<file path="config.mk">
export PLATFORM = sky130hd
export DESIGN_NAME = mem_port_arbiter_flat
export DESIGN_NICKNAME = d
export VERILOG_FILES = /design/src/rtl/mem_arb_pkg.sv /design/src/rtl/mem_port_arbiter_if.sv /design/src/rtl/mem_arb_prio.sv /design/src/rtl/mem_port_arbiter.sv /design/src/flat_wrapper.sv
export SDC_FILE = /design/constraint.sdc
export NUM_CORES = 1
export LEC_CHECK = 0
export ABC_AREA = 1
export CORE_AREA = 2 2 172 174
export CTS_CLUSTER_SIZE = 8
export DETAILED_ROUTE_END_ITERATION = 8
export DIE_AREA = 0 0 174 176
export HOLD_SLACK_MARGIN = 0.06
export PLACE_DENSITY_LB_ADDON = 0.2
export SLEW_MARGIN = 40
export SYNTH_ARGS = -nofsm -noshare
export SYNTH_HDL_FRONTEND = slang
export SYNTH_SLANG_ARGS = --single-unit
</file>
<file path="constraint.sdc">
create_clock -name clk -period 1.3 [get_ports clk]
set_input_delay 0.26 -clock clk [delete_from_list [all_inputs] [get_ports clk]]
set_output_delay 0.26 -clock clk [all_outputs]
set_load 0.02 [all_outputs]
</file>
<file path="src/rtl/mem_arb_pkg.sv">
// Shared types for the IF/LSU memory port arbiter.
// Pure type/constant package; no logic, no latency, no flow control.
package mem_arb_pkg;

  typedef enum logic [1:0] {
    IDLE = 2'd0,
    BUSY = 2'd1,
    RESP = 2'd2
  } state_t;

  typedef enum logic {
    OWN_IF  = 1'b0,
    OWN_LSU = 1'b1
  } owner_t;

endpackage

</file>
<file path="src/rtl/mem_port_arbiter_if.sv">
// Requester (IF, LSU) and memory-side signals of the arbiter, bundled as one port.
// slave = arbiter view; master = view of the surrounding requesters and memory.
interface mem_port_arbiter_if #(
  parameter int DATA_WIDTH = 64,
  parameter int ADDR_WIDTH = 32
);
  localparam int BE_WIDTH = DATA_WIDTH / 8;

  logic                  if_req;
  logic [ADDR_WIDTH-1:0] if_addr;
  logic                  if_done;
  logic [DATA_WIDTH-1:0] if_rdata;

  logic                  lsu_req;
  logic                  lsu_we;
  logic [ADDR_WIDTH-1:0] lsu_addr;
  logic [DATA_WIDTH-1:0] lsu_wdata;
  logic [BE_WIDTH-1:0]   lsu_be;
  logic                  lsu_done;
  logic [DATA_WIDTH-1:0] lsu_rdata;

  logic                  err;

  logic                  mem_req;
  logic                  mem_we;
  logic [ADDR_WIDTH-1:0] mem_addr;
  logic [DATA_WIDTH-1:0] mem_wdata;
  logic [BE_WIDTH-1:0]   mem_be;
  logic [DATA_WIDTH-1:0] mem_rdata;
  logic                  mem_ack;

  modport slave (
    input  if_req, if_addr,
    input  lsu_req, lsu_we, lsu_addr, lsu_wdata, lsu_be,
    input  mem_rdata, mem_ack,
    output if_done, if_rdata, lsu_done, lsu_rdata, err,
    output mem_req, mem_we, mem_addr, mem_wdata, mem_be
  );

  modport master (
    output if_req, if_addr,
    output lsu_req, lsu_we, lsu_addr, lsu_wdata, lsu_be,
    output mem_rdata, mem_ack,
    input  if_done, if_rdata, lsu_done, lsu_rdata, err,
    input  mem_req, mem_we, mem_addr, mem_wdata, mem_be
  );
endinterface

</file>
<file path="src/rtl/mem_arb_prio.sv">
// Owner select (combinational, LSU-first) with a registered IF starvation counter.
// Counter advances only on grant; owner is valid whenever a request is present.
module mem_arb_prio
  import mem_arb_pkg::*;
#(
  parameter int STARVE_MAX = 4,
  parameter int CNT_W      = $clog2(STARVE_MAX + 1)
) (
  input  logic             clk,
  input  logic             rst_n,
  input  logic             if_req,
  input  logic             lsu_req,
  input  logic             grant,
  output owner_t           owner,
  output logic [CNT_W-1:0] starve_cnt
);

  logic starved;

  assign starved = (starve_cnt == CNT_W'(STARVE_MAX));

  always_comb begin
    owner = OWN_LSU;
    if (if_req && (!lsu_req || starved)) begin
      owner = OWN_IF;
    end
  end

  // Counts LSU wins that bypassed a waiting IF; never exceeds STARVE_MAX.
  always_ff @(posedge clk or negedge rst_n) begin
    if (!rst_n) begin
      starve_cnt <= '0;
    end else if (grant) begin
      if (owner == OWN_IF) begin
        starve_cnt <= '0;
      end else if (if_req && !starved) begin
        starve_cnt <= starve_cnt + CNT_W'(1);
      end
    end
  end

endmodule

</file>
<file path="src/rtl/mem_port_arbiter.sv">
// Shares one memory port between IF and LSU: IDLE -> BUSY (mem_req until ack/timeout) -> RESP (done).
// Min 2 cycles req->done; requesters hold req until done, memory stalls by withholding mem_ack.
module mem_port_arbiter
  import mem_arb_pkg::*;
#(
  parameter int DATA_WIDTH = 64,
  parameter int ADDR_WIDTH = 32,
  parameter int STARVE_MAX = 4,
  parameter int TIMEOUT    = 16
) (
  input logic               clk,
  input logic               rst_n,
  mem_port_arbiter_if.slave bus
);

  localparam int BE_W  = DATA_WIDTH / 8;
  localparam int CNT_W = $clog2(STARVE_MAX + 1);
  localparam int TO_W  = $clog2(TIMEOUT);

  state_t                state_q, state_d;
  owner_t                owner_q, sel_owner;
  logic                  grant;
  logic                  timeout;
  logic [TO_W-1:0]       to_cnt;
  logic [CNT_W-1:0]      starve_cnt;
  logic                  we_q;
  logic [ADDR_WIDTH-1:0] addr_q;
  logic [DATA_WIDTH-1:0] wdata_q;
  logic [BE_W-1:0]       be_q;
  logic                  err_q;
  logic [DATA_WIDTH-1:0] if_rdata_q;
  logic [DATA_WIDTH-1:0] lsu_rdata_q;
  logic [DATA_WIDTH-1:0] rsp_data;

  mem_arb_prio #(
    .STARVE_MAX (STARVE_MAX),
    .CNT_W      (CNT_W)
  ) u_prio (
    .clk        (clk),
    .rst_n      (rst_n),
    .if_req     (bus.if_req),
    .lsu_req    (bus.lsu_req),
    .grant      (grant),
    .owner      (sel_owner),
    .starve_cnt (starve_cnt)
  );

  assign timeout  = (to_cnt == TO_W'(TIMEOUT - 1));
  assign rsp_data = bus.mem_ack ? bus.mem_rdata : '0;

  always_comb begin
    state_d = state_q;
    grant   = 1'b0;
    case (state_q)
      IDLE: begin
        if (bus.if_req || bus.lsu_req) begin
          grant   = 1'b1;
          state_d = BUSY;
        end
      end
      BUSY: begin
        if (bus.mem_ack || timeout) begin
          state_d = RESP;
        end
      end
      RESP:    state_d = IDLE;
      default: state_d = IDLE;
    endcase
  end

  always_ff @(posedge clk or negedge rst_n) begin
    if (!rst_n) begin
      state_q <= IDLE;
    end else begin
      state_q <= state_d;
    end
  end

  // Request fields are captured once at grant so mem_* cannot follow requester changes.
  always_ff @(posedge clk or negedge rst_n) begin
    if (!rst_n) begin
      owner_q     <= OWN_IF;
      we_q        <= 1'b0;
      addr_q      <= '0;
      wdata_q     <= '0;
      be_q        <= '0;
      to_cnt      <= '0;
      err_q       <= 1'b0;
      if_rdata_q  <= '0;
      lsu_rdata_q <= '0;
    end else begin
      if (grant) begin
        owner_q <= sel_owner;
        to_cnt  <= '0;
        if (sel_owner == OWN_IF) begin
          we_q    <= 1'b0;
          addr_q  <= bus.if_addr;
          wdata_q <= '0;
          be_q    <= '1;
        end else begin
          we_q    <= bus.lsu_we;
          addr_q  <= bus.lsu_addr;
          wdata_q <= bus.lsu_wdata;
          be_q    <= bus.lsu_be;
        end
      end
      if (state_q == BUSY) begin
        to_cnt <= to_cnt + TO_W'(1);
        if (bus.mem_ack || timeout) begin
          err_q <= !bus.mem_ack;
          if (owner_q == OWN_IF) begin
            if_rdata_q <= rsp_data;
          end else begin
            lsu_rdata_q <= rsp_data;
          end
        end
      end
    end
  end

  assign bus.mem_req   = (state_q == BUSY);
  assign bus.mem_we    = we_q;
  assign bus.mem_addr  = addr_q;
  assign bus.mem_wdata = wdata_q;
  assign bus.mem_be    = be_q;

  assign bus.if_done   = (state_q == RESP) && (owner_q == OWN_IF);
  assign bus.lsu_done  = (state_q == RESP) && (owner_q == OWN_LSU);
  assign bus.err       = (state_q == RESP) && err_q;
  assign bus.if_rdata  = if_rdata_q;
  assign bus.lsu_rdata = lsu_rdata_q;

endmodule

</file>
<file path="src/flat_wrapper.sv">
// flat-port wrapper written by rule: the top's interface ports become plain ports
module mem_port_arbiter_flat import mem_arb_pkg::*;
#(
  parameter int DATA_WIDTH = 64,
  parameter int ADDR_WIDTH = 32,
  parameter int STARVE_MAX = 4,
  parameter int TIMEOUT    = 16
)
  (clk, rst_n, bus_if_req, bus_if_addr, bus_lsu_req, bus_lsu_we, bus_lsu_addr, bus_lsu_wdata, bus_lsu_be, bus_mem_rdata, bus_mem_ack, bus_if_done, bus_if_rdata, bus_lsu_done, bus_lsu_rdata, bus_err, bus_mem_req, bus_mem_we, bus_mem_addr, bus_mem_wdata, bus_mem_be);
  mem_port_arbiter_if #(.DATA_WIDTH(DATA_WIDTH), .ADDR_WIDTH(ADDR_WIDTH)) bus_i ();
  input logic clk;
  input logic rst_n;
  input wire logic [$bits(bus_i.if_req)-1:0] bus_if_req;
  input wire logic [$bits(bus_i.if_addr)-1:0] bus_if_addr;
  input wire logic [$bits(bus_i.lsu_req)-1:0] bus_lsu_req;
  input wire logic [$bits(bus_i.lsu_we)-1:0] bus_lsu_we;
  input wire logic [$bits(bus_i.lsu_addr)-1:0] bus_lsu_addr;
  input wire logic [$bits(bus_i.lsu_wdata)-1:0] bus_lsu_wdata;
  input wire logic [$bits(bus_i.lsu_be)-1:0] bus_lsu_be;
  input wire logic [$bits(bus_i.mem_rdata)-1:0] bus_mem_rdata;
  input wire logic [$bits(bus_i.mem_ack)-1:0] bus_mem_ack;
  output wire logic [$bits(bus_i.if_done)-1:0] bus_if_done;
  output wire logic [$bits(bus_i.if_rdata)-1:0] bus_if_rdata;
  output wire logic [$bits(bus_i.lsu_done)-1:0] bus_lsu_done;
  output wire logic [$bits(bus_i.lsu_rdata)-1:0] bus_lsu_rdata;
  output wire logic [$bits(bus_i.err)-1:0] bus_err;
  output wire logic [$bits(bus_i.mem_req)-1:0] bus_mem_req;
  output wire logic [$bits(bus_i.mem_we)-1:0] bus_mem_we;
  output wire logic [$bits(bus_i.mem_addr)-1:0] bus_mem_addr;
  output wire logic [$bits(bus_i.mem_wdata)-1:0] bus_mem_wdata;
  output wire logic [$bits(bus_i.mem_be)-1:0] bus_mem_be;
  assign bus_i.if_req = bus_if_req;
  assign bus_i.if_addr = bus_if_addr;
  assign bus_i.lsu_req = bus_lsu_req;
  assign bus_i.lsu_we = bus_lsu_we;
  assign bus_i.lsu_addr = bus_lsu_addr;
  assign bus_i.lsu_wdata = bus_lsu_wdata;
  assign bus_i.lsu_be = bus_lsu_be;
  assign bus_i.mem_rdata = bus_mem_rdata;
  assign bus_i.mem_ack = bus_mem_ack;
  assign bus_if_done = bus_i.if_done;
  assign bus_if_rdata = bus_i.if_rdata;
  assign bus_lsu_done = bus_i.lsu_done;
  assign bus_lsu_rdata = bus_i.lsu_rdata;
  assign bus_err = bus_i.err;
  assign bus_mem_req = bus_i.mem_req;
  assign bus_mem_we = bus_i.mem_we;
  assign bus_mem_addr = bus_i.mem_addr;
  assign bus_mem_wdata = bus_i.mem_wdata;
  assign bus_mem_be = bus_i.mem_be;
  mem_port_arbiter #(.DATA_WIDTH(DATA_WIDTH), .ADDR_WIDTH(ADDR_WIDTH), .STARVE_MAX(STARVE_MAX), .TIMEOUT(TIMEOUT)) u_core (.clk(clk), .rst_n(rst_n), .bus(bus_i));
endmodule
</file>
==> run summary, run 1 <==
status: complete, but fails checks
violated checks: setup timing
vias per cell: 4.95
Layout Nets: 1,957
Total Power Consumption: 0.0466 W
DRT iter0 DRCs: 704
ClkCell Share: 5.51%
Hold Crit Endpoint: u_core.err_q
clock slew at reported path FFs: 0.05 ns
Floorplan Utilization: 36.6%
Setup crit start: u_core.state_q[1]
worst r2r dst: u_core.bus.if_rdata[22]
crit path kind: reg -> out
vias in the first global route: 10,454
register share after synthesis: 58.4%
Worst Tran Pin Value: 0.470 ns
Max Slew Vio Count: 0
Synth area leader: dfrtp_1
crit path capture: bus_mem_req
# fillers: 2,396
Synth cell types: 21
Antenna Violating Nets Remaining: 0
syn nets: 1,434
CTS tree: built
Max Fclk: 0.637 GHz
yosys stat cell total: 1,225
Hold Path Origin: bus_mem_ack
pin count of the biggest net entering global routing: 70
Core Rows: 62
HPWL Detailed: 26,100 um
Non-Clock Buffer Area Fraction: 34.9%
r2r worst-path depth: 8
count of multi-input gates: 814
top cells by count: nand2_1 (496), dfrtp_1 (244), nand3_1 (134)
CLK BUF: 40
Max-Cap Viols: 0
count of tool warnings: 30
H-tree Lvls: 2
first-pass GRT wire length: 58,900 um
Worst EP arrival: 1.31 ns
Rel. slew slack: 68.7%
CTS max path bufs: 3
RSZ-0062 raised after global routing: true
Pwr Density: 2620 nW/um^2
Layout area overhead: 70.2%
Setup crit end kind: output pin
Tapcell Cnt: 384
slack of the critical path: -0.271 ns
Critical Path Start Type: register
crit path max fanout: 3
initial antenna violation count: 3
Hold Path Depth: 4
core area: 28,500 um^2
Multi-input gate area: 3730 um^2
final hold violations: 0
Registers, synthesis: 244
Mean Syn Cell Area: 8.54 um^2
cell area after synthesis: 10,500 um^2
Die Area: 30,600 um^2
Overflow after GRT: 0
DRC Markers: 0
inverters: 75
diodes inserted: 2
IO Port Bufs: 442
utilization after layout: 62.3%
Clock Tree Root: clkbuf_16
final setup vio count: 268
Post-synth EDFFs: 0
Top Ports: 443
Reg-to-Reg Start: u_core.state_q[1]
Sequential Area: 6110 um^2
sequential cell area share: 34.3%
P_leak: 9.22 nW
Yosys top cell area share: 58.4%
Yosys top cell by instances: nand2_1
top_reg_cell synth: dfrtp_1
CP Data Required Time: 1.04 ns
## run 1: power breakdown
group / total, W / switching [W] / internal, W
clock: 0.00833 / 0.00319 / 0.00514
combinational: 0.0246 / 0.0129 / 0.0117
sequential: 0.0136 / 0.00254 / 0.0111
## run 1: repair_timing
item | CTS | global route
gates resized | 1390 | 12
hold buffers | 1 | 0
buffers inserted | 55 | 1
endpoints found under the setup margin | 478 | 481
endpoints found under the hold margin | 244 | 0
pin swaps | 24 | 18
cloned | 4 | 6
## run 1: registers in the layout (all words and copies together), names as in the netlist
name / flops
u_core.bus.mem_be: 8
u_core.bus.mem_wdata: 64
u_core.to_cnt: 4
u_core.u_prio.starve_cnt: 3
u_core.owner_q: 1
u_core.err_q: 1
u_core.state_q: 2
u_core.bus.if_rdata: 64
u_core.bus.mem_we: 1
u_core.bus.mem_addr: 32
u_core.bus.lsu_rdata: 64
## run 1: metrics by stage
step	instance area (um^2)	hold slack (ns)	setup TNS, ns
floorplan	10500	-0.0356	-1.42
global placement	15800	0.133	-61.91
global route	17800	0.0938	-65.84
detailed placement	15800	0.129	-64.98
finish	17800	0.104	-40.53
CTS	17600	0.0812	-40.92
## run 1: cells by family (layout without fill, tap and decap cells)
family	count (synthesis)	count (layout)	share of synthesized area, %
AND-OR/OR-AND	9	9	0.431
XOR/XNOR	2	2	0.168
AND/OR/NAND/NOR	799	800	33.7
adder cells (fa/ha/maj)	3	3	0.359
buffers and inverters	168	694	6.93
flip-flops	244	244	58.4
other	0	2	0
## run 1: critical path, cell delays in order, from the launching register on
cell and delay [ns]:
dfrtp_1 0.40, buf_4 0.16, nor2_4 0.13, buf_6 0.13
## run 1: layer usage
layer | track usage (%) | wire (um)
met1 | 30.6 | 15400
met2 | 41.4 | 19200
met3 | 6.68 | 3330
met4 | 7.28 | 1050
met5 | 0 | 13
Fig. 1: run 1, metal 3
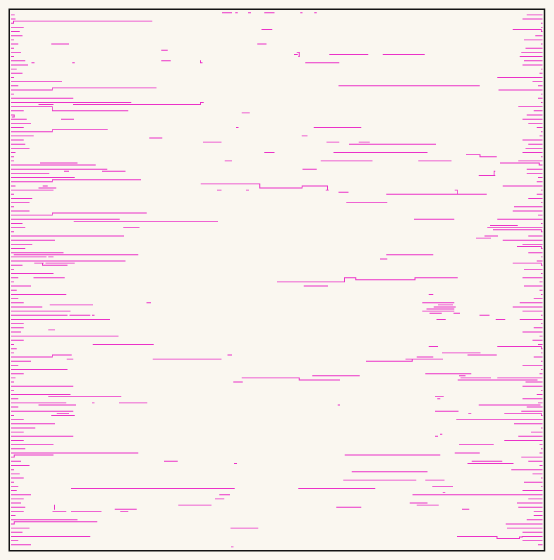
nets with wire on the layer: 328
longest straight run: 53.1 um
share of all routed wire: 8.5%
via count: 10,584
final wirelength: 38,900 um
met3 GRT Util: 6.68%

Fig. 2: run 1, signal wires by layer
Scale bar: 50 um. Only two layers are drawn.
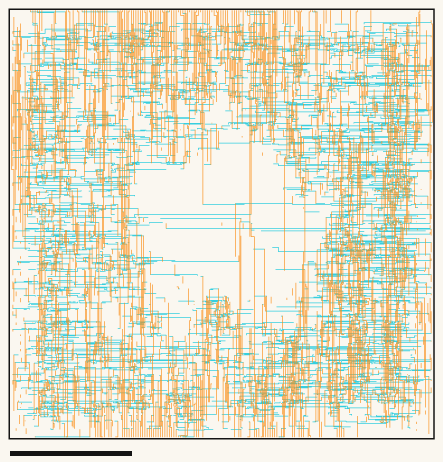
| colour | layer | wire length |
|---|---|---|
| cyan | met1 | 15,400 um |
| orange | met2 | 19,200 um |
Routed wire per std cell: 18.2 um
Tot GR Track Use: 24.4%

Fig. 3: run 1, power grid
Scale bar: 50 um. Pins as bars on the die edge.
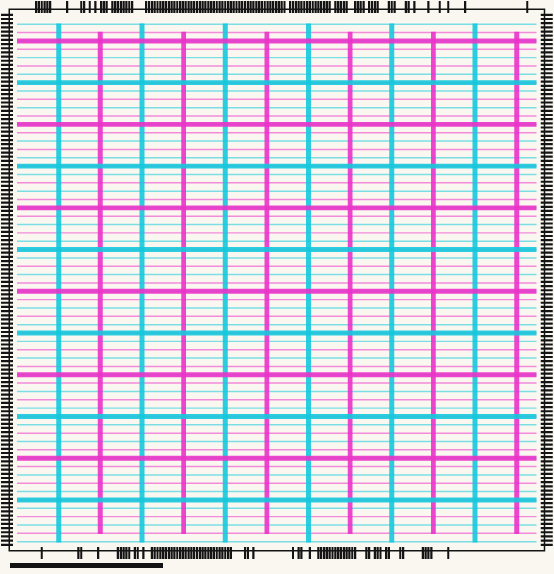
| colour | net |
|---|---|
| cyan | VSS |
| magenta | VDD |
signal pins: 443
rows: 62
die height: 176 um
die span in x: 174 um
Max VDD drop: 1.28 mV

Fig. 4: run 1, clock nets
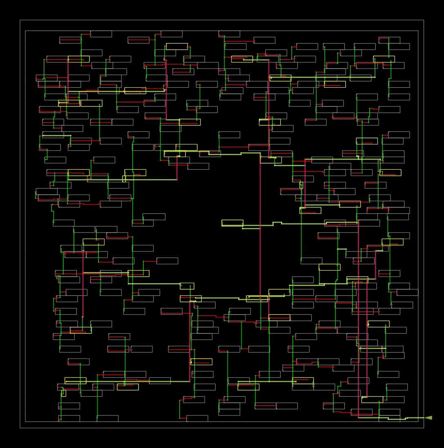
Setup Skew: 0.0113 ns
clk sink count: 244
worst skew pair latency: 0.50 ns
flop count: 244
P_clk: 0.00833 W

Fig. 5: run 1, the metal 2 layer
Scale bar: 50 um.
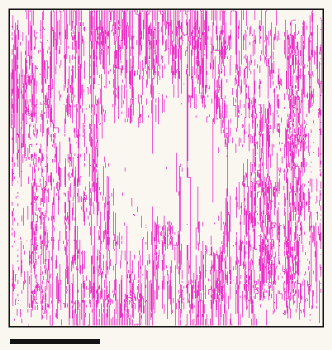

## Run 2: what changed since run 1
Settings changed: CORE_AREA 2 2 172 174 to 2 2 174 176, DIE_AREA 0 0 174 176 to 0 0 176 178.
Clock period 1.3 ns to 1.8 ns, I/O delays scaled along.
Fig. 6: run 2, the metal 2 layer
Scale bar: 50 um.
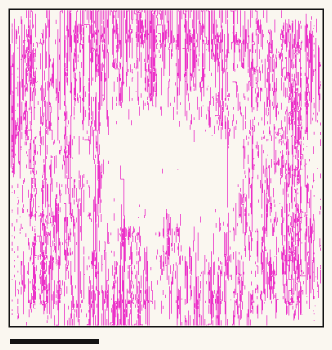
wire length on this layer: 17,500 um
nets with wire on the layer: 1,502
longest straight run: 87.5 um
via count: 10,144
met2 Use GR: 38.4%
final wirelength: 36,000 um

Fig. 7: run 2, signal wires by layer
Scale bar: 50 um. Only two layers are drawn.
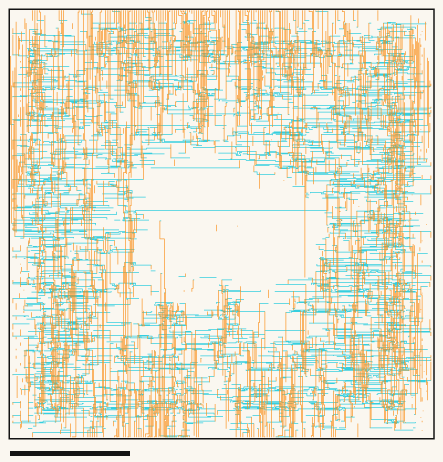
| colour | layer | wire length |
|---|---|---|
| cyan | met1 | 14,300 um |
| orange | met2 | 17,500 um |
Tot GR Track Use: 22.6%
Routed wire per std cell: 17.5 um

==> run 2 against run 1 <==
Synthesized cell count did not move. Critical path depth fell by 1. Routed wire length fell by 7.5%. Core utilization fell by 7.4 points. The flow now finishes without violations. Sequential cell count did not move. Clock-buffer cell count fell by 1.
==> run summary, run 2 <==
status: complete, no violations
Antenna Violating Nets Remaining: 0 (unchanged)
H-tree Lvls: 2 (unchanged)
Worst Tran Pin Value: 0.712 ns (+0.242 ns)
DRT iter0 DRCs: 650 (-7.7%)
post-synthesis adder-cell area fraction: 0.359% (unchanged)
final instance area: 16,200 um^2 (-9.2%)
Max VDD drop: 0.745 mV (-42%)
Clock Tree Root: clkbuf_16
and+or+nand+nor area frac: 33.7% (unchanged)
top_reg_cell synth: dfrtp_1
IO Port Bufs: 442 (unchanged)
initial antenna violation count: 2 (-1)
cell area after synthesis: 10,500 um^2 (unchanged)
DRC Markers: 0 (unchanged)
Overflow after GRT: 0 (unchanged)
RSZ-0062 raised after global routing: false
Max Slew Vio Count: 0 (unchanged)
CTS max path bufs: 3 (unchanged)
yosys stat cell total: 1,225 (unchanged)
clock slew at reported path FFs: 0.05 ns (about the same)
# fillers: 2,760 (+15%)
Layout area overhead: 54.5%
Hold Path Origin: bus_mem_ack
pin count of the biggest net entering global routing: 129 (+84%)
Reg-to-Reg Start: u_core.owner_q
Synth area leader: dfrtp_1
TNS Setup: 0 ns (+40.53 ns)
Top Ports: 443 (unchanged)
Setup crit start: u_core.state_q[1]
r2r worst-path depth: 4 (-4)
first-pass GRT wire length: 55,800 um (-5.4%)
Total Power Consumption: 0.0286 W (-39%)
register share after synthesis: 58.4% (unchanged)
diodes inserted: 0 (-2)
Critical Path Start Type: register
mux frac, synth: 0% (unchanged)
Max Fclk: 0.584 GHz
Floorplan Utilization: 35.6% (-1.1 points)
Die Area: 31,300 um^2 (+2.3%)
crit path max fanout: 4 (+1)
AND-OR/OR-AND Cells, Area Fraction: 0.431% (unchanged)
Max-Cap Viols: 0 (unchanged)
Setup Skew: 0.0127 ns (+0.00140 ns)
Pwr Density: 1770 nW/um^2 (-32%)
count of tool warnings: 29 (-3.3%)
syn nets: 1,434 (unchanged)
final hold violations: 0 (unchanged)
Mean Syn Cell Area: 8.54 um^2 (unchanged)
CTS tree: built
top cells by count: nand2_1 (496), dfrtp_1 (244), nand3_1 (134)
Worst EP arrival: 1.35 ns (+0.04 ns)
clk sink count: 244 (unchanged)
crit path capture: bus_mem_req
Cell Area, Placed: 15,500 um^2 (-1.7%)
die height: 178 um (+1.1%)
vias per cell: 4.94 (-0.24%)
comb area leader: simple AND/OR/NAND/NOR gates
core area: 29,400 um^2 (+3.0%)
final setup vio count: 0 (-100%)
worst r2r dst: u_core.bus.lsu_rdata[25]
die span in x: 176 um (+1.1%)
crit path kind: reg -> out
Registers, synthesis: 244 (unchanged)
Yosys top cell by instances: nand2_1
P_leak: 8.68 nW (-5.8%)
Fig. 8: run 2, metal 3
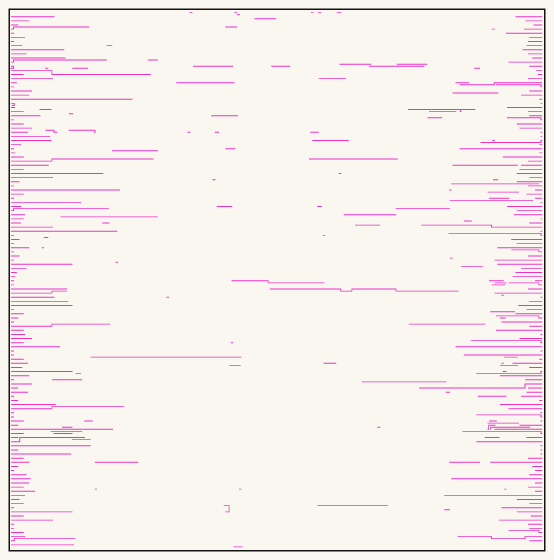
nets with wire on the layer: 305
main direction: horizontal
share of all routed wire: 8.7%
longest straight run: 49.4 um
met3 GRT Util: 5.82%

-- run 2: report_power, final --
group          internal (W)  leakage (nW)  switching [W]  total [W]
clock               0.00363         0.471        0.00230    0.00593
combinational       0.00480          5.17        0.00850     0.0133
sequential          0.00800          3.05        0.00138    0.00937
-- run 2: critical path, cell delays in order, from the launching register on --
cell and delay (ns):
dfrtp_2 0.44, nor2_4 0.15, clkdlybuf4s15_2 0.28
-- run 2: per-layer routing --
layer / vias up / global-route usage [%] / part of all wire, %
met3: 65 / 5.82 / 8.7
met5: - / 0 / 0.075
li1: 4832 / - / -
met4: 4 / 7.51 / 2.8
met2: 427 / 38.4 / 49
met1: 4816 / 28.1 / 40
-- run 2: area by class of cell --
type                       instances  area, um^2  share of cell area (%)
clock buffer                      39         933                    5.78
clock inverter                     3        22.5                   0.139
inverter                          75         282                    1.74
multi-input combinational        813        3640                    22.6
sequential                       244        6110                    37.8
tap                              390         488                    3.02
timing repair buffer             490        4670                    28.9
-- run 2: timing repair --
| action | CTS | global route |
|---|---|---|
| endpoints found under the hold margin | 31 | 0 |
| gates cloned | 0 | 0 |
| pin swaps | 0 | 0 |
| buffers inserted | 1 | 0 |
| hold buffers | 1 | 0 |
| gates resized | 249 | 1 |
| endpoints found under the setup margin | 237 | 1 |
-- run 2: per-stage QoR --
stage / setup WS (ns) / hold slack (ns) / utilization, %
4_1_cts: 0.0497 / 0.187 / 54.9
6_report: 0.0883 / 0.208 / 54.9
3_5_place_dp: -0.121 / 0.263 / 52.6
2_1_floorplan: 0.324 / 0.0644 / -
3_3_place_gp: -0.0808 / 0.268 / 52.6
5_1_grt: 0.00186 / 0.249 / 54.9
Fig. 9: run 2, power grid
Scale bar: 50 um. Pins as bars on the die edge.
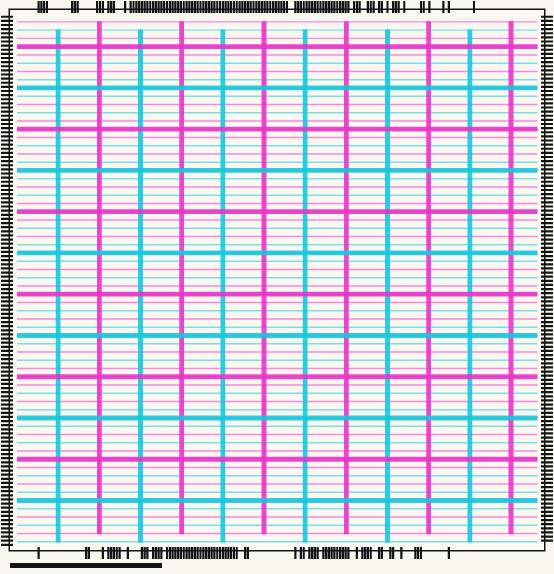

## Run 3: what changed since run 2
Settings changed: CAP_MARGIN set to 5, CORE_AREA 2 2 174 176 to 2 2 172 174, CTS_BUF_LIST set to sky130_fd_sc_hd__clkbuf_2 sky130_fd_sc_hd__clkbuf_4 sky130_fd_sc_hd__clkbuf_8, DIE_AREA 0 0 176 178 to 0 0 174 176.
Fig. 10: run 3, power grid
Scale bar: 50 um. Pins as bars on the die edge.
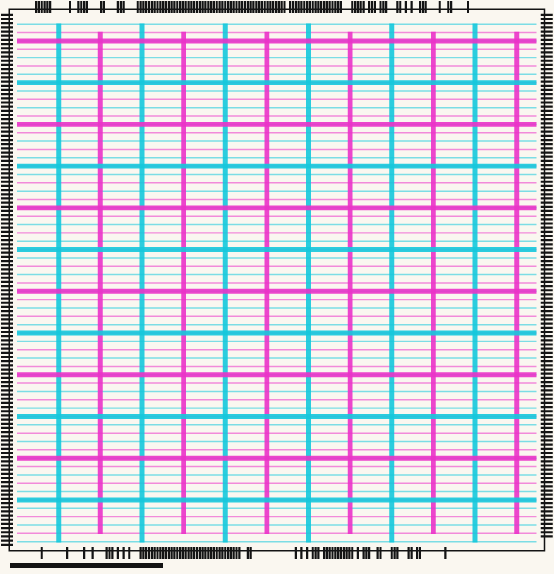
| colour | net |
|---|---|
| magenta | VDD |
| cyan | VSS |
signal pins: 443
rows: 62
met5 straps: 12
met1 rails: 63
core area: 28,500 um^2
Max VDD drop: 0.665 mV

Fig. 11: run 3, signal wires by layer
Scale bar: 50 um. Only two layers are drawn.
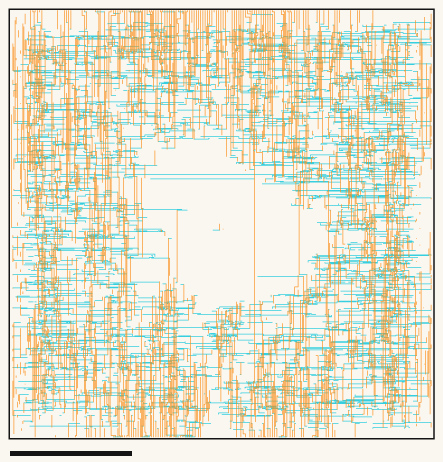
| colour | layer | wire length |
|---|---|---|
| cyan | met1 | 14,100 um |
| orange | met2 | 17,600 um |
Tot GR Track Use: 23.6%
Routed wire per std cell: 17.6 um
final wirelength: 36,500 um

==> run 3 against run 2 <==
Clock power is 14% lower. Fmax is 0.72% lower. Critical path depth is 2 higher. Routed wire length is 1.4% higher. Die area is 2.2% lower. Largest cell class unchanged. Combinational power hardly changed. Critical endpoint is now bus_lsu_done. Worst setup slack worse by 0.012 ns. Register-to-register slack better by 0.02 ns. Synthesized area stayed put. Sequential cell count stayed put. First-iteration DRC count is 9.2% lower.
==> run summary, run 3 <==
first-pass GRT wire length: 57,300 um (+2.7%)
final setup vio count: 0 (unchanged)
DRT iter0 DRCs: 590 (-9.2%)
Worst Tran Pin Value: 0.454 ns (-0.258 ns)
Top Ports: 443 (unchanged)
Place WS: -0.138 ns (-0.0171 ns)
Antenna Violating Nets Remaining: 0 (unchanged)
yosys stat cell total: 1,225 (unchanged)
crit path kind: reg -> out
initial antenna violation count: 2 (unchanged)
Overflow after GRT: 0 (unchanged)
crit path capture: bus_lsu_done
utilization after layout: 56.1% (+1.1 points)
Hold-fix buffers, CTS: 1 (unchanged)
Max Slew Vio Count: 0 (unchanged)
top cells by count: nand2_1 (496), dfrtp_1 (244), nand3_1 (134)
count of tool warnings: 27 (-6.9%)
TNS Setup: 0 ns (unchanged)
Cell Area, Placed: 15,400 um^2 (-0.26%)
pin count of the biggest net entering global routing: 96 (-26%)
Setup crit start: u_core.state_q[0]
post-CTS sizing: 250 (+0.40%)
Reg-to-Reg Start: u_core.owner_q
post-CTS setup buffer count: 0 (-1)
Yosys top cell by instances: nand2_1
clk sink count: 244 (unchanged)
via count: 10,147 (+0.030%)
Floorplan Utilization: 36.6% (+1.1 points)
crit path max fanout: 3 (-1)
H-tree Lvls: 2 (unchanged)
Mean Syn Cell Area: 8.54 um^2 (unchanged)
status: complete, no violations
P_leak: 8.64 nW (-0.51%)
top_reg_cell synth: dfrtp_1
die span in x: 174 um (-1.1%)
Critical Path Start Type: register
Clock Tree Root: clkbuf_8
final instance area: 16,000 um^2 (-0.91%)
r2r worst-path depth: 5 (+1)
Die Area: 30,600 um^2 (-2.2%)
die height: 176 um (-1.1%)
slack of the critical path: 0.0760 ns (-0.0123 ns)
Max Fclk: 0.580 GHz (-0.72%)
critical path, cell by cell: inv_2 -> nand2_2 -> nor2_2 -> buf_4
worst r2r dst: u_core.bus.lsu_rdata[38]
CTS max path bufs: 3 (unchanged)
Fig. 12: run 3, clock nets
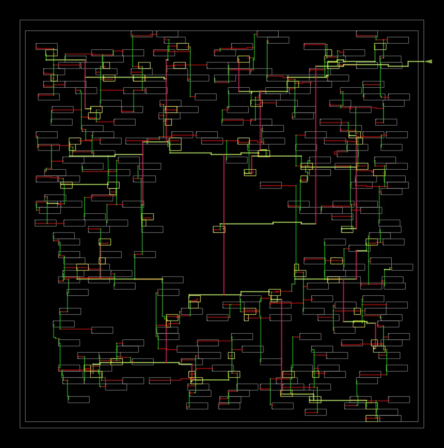
P_clk: 0.00511 W
worst skew pair latency: 0.54 ns
CLK BUF: 65
Setup Skew: 0.0195 ns
CTS Buf Count: 42

[run 3: cell count changes in the layout (fill, tap and decap cells not counted), moves of 2 or more]
cell	previous run	this run
buf_4	34	29
clkbuf_1	2	0
clkbuf_16	37	0
clkbuf_4	0	15
clkbuf_8	0	50
clkinv_2	1	4
inv_6	2	0
nor2_1	32	30
nor2_2	0	2
[run 3: worst min path at each step]
stage	slack (ns)	startpoint	to
2_1_floorplan	0.06	rst_n	u_core.bus.if_rdata[0]
3_3_place_gp	0.28	rst_n	u_core.bus.if_rdata[37]
3_5_place_dp	0.28	rst_n	u_core.bus.lsu_rdata[37]
4_1_cts	0.15	bus_mem_ack	u_core.err_q
5_1_grt	0.16	bus_mem_ack	u_core.err_q
6_report	0.18	bus_mem_ack	u_core.err_q
[run 3: critical path: cells and delay by family, from the launching register on]
family                 cells  cell delay (ns)
DFF                        1             0.39
and+or+nand+nor            2             0.20
buffers and inverters      2             0.25
[run 3: per-layer routing]
layer / track usage, % / routed length (um) / vias to the layer above
li1: - / - / 4849
met2: 39.5 / 17600 / 447
met1: 28.9 / 14100 / 4777
met5: 0 / 13 / -
met3: 7.69 / 3630 / 72
met4: 8.09 / 1220 / 2
[run 3: layout make-up]
| cell class | count | area [um^2] |
|---|---|---|
| multi-input cells | 813 | 3650 |
| flip-flops and latches | 244 | 6110 |
| repair buffers | 484 | 4640 |
| clock inverters | 6 | 38.8 |
| clock buffers | 65 | 801 |
| well taps | 384 | 480 |
| fillers | 2745 | 12500 |
| inverters | 75 | 282 |
| diodes | 1 | 2.50 |
[run 3: report_power, final]
part	switching [W]	internal, W
clock	0.00229	0.00282
sequential	0.00137	0.00798
combinational	0.00850	0.00462
total	0.0122	0.0154
Power figures rest on the tool's default switching activity, not on a simulated workload.
